Design shift_frame_arbiter, sky130hd; sources not shown.
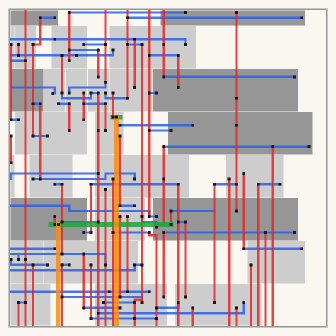
(run_1/detail.png)
Window x 25 to 45, y 49 to 69 um. Cells in grey, sequential cells in the stronger grey; small squares are vias.
legend:
  metal 3:
    colour: green
  metal 1:
    colour: blue
  metal 2:
    colour: red
  metal 4:
    colour: orange
sequential cells in the window: 4
most frequent: dfrtp_1 (4), nand2_1 (3)
cells with their middle in the window: 24

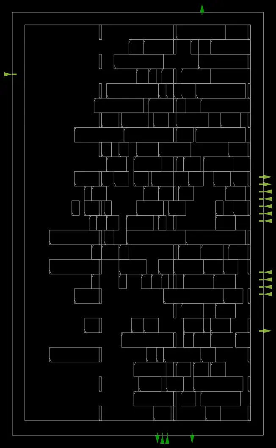
(run_1/placement.png)
FFs & Latches: 17
Rows: 27

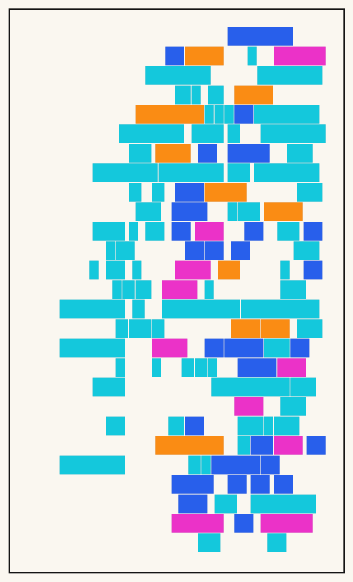
(run_1/sizes.png)
legend:
  _3 and _4 cells:
    colour: blue
    cells: 29
    share: 24%
  _0 and _1 cells:
    colour: cyan
    cells: 74
    share: 60%
  _6 and larger:
    colour: magenta
    cells: 10
    share: 8.1%
  _2 cells:
    colour: orange
    cells: 10
    share: 8.1%
final setup margin: -0.07279 ns
design area: 1438 um^2

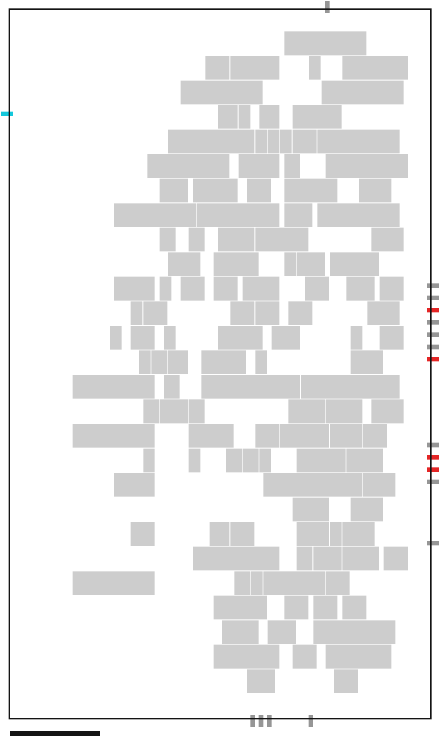
(run_1/io_placement.png)
The bar under the picture is 10 um long. Pins as bars across the die edge, other pins in grey.
legend:
  `clk`:
    colour: cyan
    pins: 1
    direction: input
    edge: west
  `req1_data`:
    colour: red
    pins: 4
    direction: input
    edge: east
die width: 46.57 um
Chip Height: 78.50 um
PortBufs: 17

==> results.cfg, run 1 <==
; synthesis and place-and-route metrics
[final_timing]
setup_viol = 2
fmax_ghz = 0.5641
worstMarginPinSlew_ns = 0.3729
rsz0062_at_grt = yes
setup_ws_ns = -0.07279
hold_slack_ns = 0.3504

[detailed_routing]
vias_per_cell = 4.747
ant_nets = 0
wl_mm = 2.241

[yosys]
numSynthFlops = 17
edf_count = 3
seq_area_frac_synth_pct = 48.03
ys_cells = 84
netlist_instances = 84
async_reset_ff_share_pct = 82.35
top_cell = dfrtp_1
avgSynthCellArea_um2 = 10.95
yosys.area.top_type = dfrtp_1
yosys_warnings = 0
yosys_area_um2 = 919.6

[cts]
cts.clk_slew.worst_paths_ns = 0.07
hold_buffers = 0
clkSinkCount = 17
cts_buffers = 3
cts_root_buf = clkbuf_8

[outcome]
status = complete, but fails checks
violations = negative setup slack

[power]
ir_drop_mv = 0.5720
combPwrFrac_pct = 55.3
p_clk_share_pct = 12.9
pwr-share-seq_pct = 31.8
power_density_nw_per_um2 = 1641
p_int_w = 0.001422

[critical_path]
path_class = flip-flop to primary output
ff2ff_path_depth = 4
r2r_slack_ns = 0.04

[flow_run]
drv_cap = 0

[grt]
grt_antenna_before_repair = 0

[layout]
n_fill_cell = 283
logic_area_um2 = 504.2

[floorplan]
initCoreUtil_pct = 29.91
==> run 1: cell type report <==
type / count / share of cell area, %
Inverter: 10 / 2.611
Timing Repair Buffer: 37 / 24.63
Sequential cell: 17 / 30.81
Tap cell: 43 / 3.742
Clock buffer: 4 / 3.133
Multi-Input combinational cell: 55 / 35.07
==> run 1: per-layer routing <==
metal	share of wire [%]	global-route usage, %	vias to the layer above	wire, um
li1	-	-	381	-
met1	38	13.35	373	862
met2	53	21.39	26	1196
met3	4.3	2.989	8	97
met4	3.8	8.857	0	85
met5	0	0	-	0
==> run 1: critical path, stage by stage, from the launching register on <==
cell	delay [ns]
dfrtp_2	0.42
nor3_4	0.21
buf_6	0.14
nand2_4	0.04
a21oi_4	0.12
buf_12	0.15
==> run 1: kinds of logic after synthesis <==
group	Yosys count	share of synthesized area, %
xor gates and xnor gates	1	0.9526
muxes	8	9.659
and+or+nand+nor	16	9.660
buffers and inverters	12	5.850
AOI/OAI and AO/OA	25	19.05
adders and majority gates	5	6.803
DFF	17	48.03
==> run 1: through the flow <==
stage / TNS [ns] / cell area (um^2) / util, % / total power [W]
6_report: -0.1391 / 1438 / 46.76 / 0.002359
5_1_grt: -0.2303 / 1438 / 46.76 / 0.002526
4_1_cts: -0.1542 / 1396 / 45.42 / 0.002289
3_5_place_dp: -2.732 / 1289 / 41.92 / 0.001885
3_3_place_gp: -2.295 / 1289 / 41.92 / 0.001835
2_1_floorplan: 0 / 930.9 / - / 0.001451
==> run 1: power by group through the flow <==
stage               sequential [W]  combinational (W)  clock (W)
floorplan                 0.000872           0.000579          0
CTS                       0.000749            0.00123   0.000308
global route              0.000768            0.00142   0.000336
finish                    0.000751            0.00130   0.000304
detailed placement        0.000749            0.00114          0
global placement          0.000733            0.00110          0
--- run 2 (diff from run 1) ---
--- a/config.mk
+++ b/config.mk
@@ -9,7 +9,7 @@
 export CORE_MARGIN = 2
 export CORE_UTILIZATION = 29
 export DETAILED_ROUTE_END_ITERATION = 8
-export PLACE_DENSITY_LB_ADDON = 0.3
+export PLACE_DENSITY_LB_ADDON = 0.05
 export SETUP_SLACK_MARGIN = 0.05
 export SYNTH_ARGS = -nofsm -noshare
 export SYNTH_HDL_FRONTEND = slang
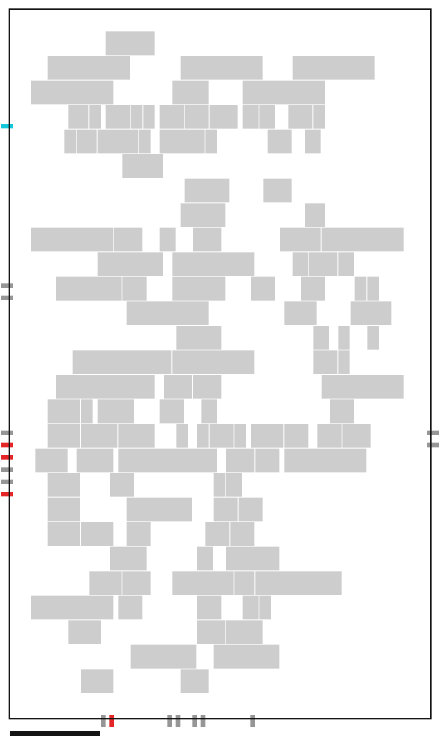
(run_2/io_placement.png)
The bar under the picture is 10 um long. Pins as bars across the die edge, other pins in grey.
legend:
  `req1_data`:
    colour: red
    pins: 4
    direction: input
    edge: 3 west, 1 south
  `clk`:
    colour: cyan
    pins: 1
    direction: input
    edge: west
all pins by edge: 9 west, 7 south, 2 east

==> run 2 against run 1 <==
Net effect:
- area after synthesis did not move
- the run still ends with negative setup slack left
- clock-buffer cell count did not move
- non-clock buffer count fell by 2
- core utilization fell by 1.5 points
- wire length fell by 5.8%
- maximum frequency fell by 0.51%
- largest cell class unchanged
- critical path depth did not move
- final cell count fell by 1.2%
- synthesized cell count did not move
==> results.cfg, run 2 <==
; synthesis and place-and-route metrics
[cts]
cts_buffers = 3
clkSinkCount = 17
cts_root_buf = clkbuf_8

[power]
power_density_nw_per_um2 = 1637
ir_drop_mv = 0.8547
total_power_w = 0.002277

[yosys]
top_cell = dfrtp_1
async_reset_ff_share_pct = 82.35
yosys.area.top_type = dfrtp_1
seq_area_frac_synth_pct = 48.03

[placement]
placed_area_um2 = 1299

[floorplan]
die_w_um = 46.57
die_h_um = 78.50
initCoreUtil_pct = 29.91

[outcome]
status = complete, but fails checks
violations = negative setup slack

[final_timing]
setup_viol = 2
worstMarginPinSlew_ns = 0.4416
setup_ws_ns = -0.08180

[critical_path]
r2r_slack_ns = 0.04
path_cells = nor3_2 > buf_4 > nand2_4 > a21oi_4 > buf_12

[layout]
logic_area_um2 = 460.4
final_area_um2 = 1391
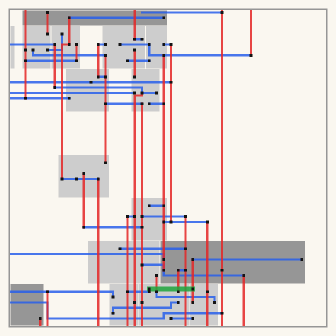
(run_2/detail.png)
Window x 25 to 45, y 49 to 69 um. Cells in grey, sequential cells in the stronger grey; small squares are vias.
legend:
  metal 3:
    colour: green
  metal 2:
    colour: red
  metal 1:
    colour: blue
sequential cells in the window: 1
cells with their middle in the window: 13
most frequent: a21oi_1 (3)

run 2: cell counts after synthesis:
No cell type changed its count.
run 2: per-stage QoR:
stage	hold WS (ns)	setup slack, ns
after global placement	0.4174	-0.3054
final	0.3190	-0.08180
after detailed placement	0.4360	-0.3303
after global routing	0.3391	-0.1471
after floorplan	0.1342	0.04275
after CTS	0.3215	-0.1007
run 2: metal layers:
metal / vias to the layer above / GRT usage, % / share of wire [%]
met5: - / 0 / 0
met4: 0 / 2.571 / 0
met3: 0 / 2.529 / 3.1
met2: 13 / 22.78 / 55
met1: 360 / 16.62 / 41
li1: 379 / - / -
run 2: kinds of logic (layout without fill, tap and decap cells):
family / count (synthesis) / count (layout) / synth area share [%]
compound gates: 25 / 25 / 19.05
flops: 17 / 17 / 48.03
simple gates: 16 / 16 / 9.660
buf+inv: 12 / 49 / 5.850
mux: 8 / 8 / 9.659
fa+ha+maj: 5 / 5 / 6.803
xor+xnor: 1 / 1 / 0.9526
run 2: what timing repair did:
action	CTS	global route
pin swaps	3	1
buffers inserted	3	0
gates resized	9	2
endpoints found under the setup margin	11	13
run 2: layout make-up:
cell class	count	share of cell area, %
Multi-Input combinational cell	55	33.09
Sequential cell	17	31.74
Timing Repair Buffer	35	25.36
Tap cell	43	3.867
Clock buffer	4	3.237
Inverter	10	2.698
run 2: worst max-delay path: cells and delay by family (launching register included):
| kind | cells | cell delay [ns] |
|---|---|---|
| and+or+nand+nor | 2 | 0.25 |
| DFF | 1 | 0.39 |
| buffers and inverters | 2 | 0.32 |
| AOI/OAI and AO/OA | 1 | 0.13 |
run 2: report_power, final:
part	switching, W	internal (W)	total [W]
registers	0.000133	0.000610	0.000742
clock network	0.000140	0.000166	0.000306
logic	0.000623	0.000606	0.00123
total	0.000895	0.00138	0.00228
Power is estimated from default activity; no workload was simulated.
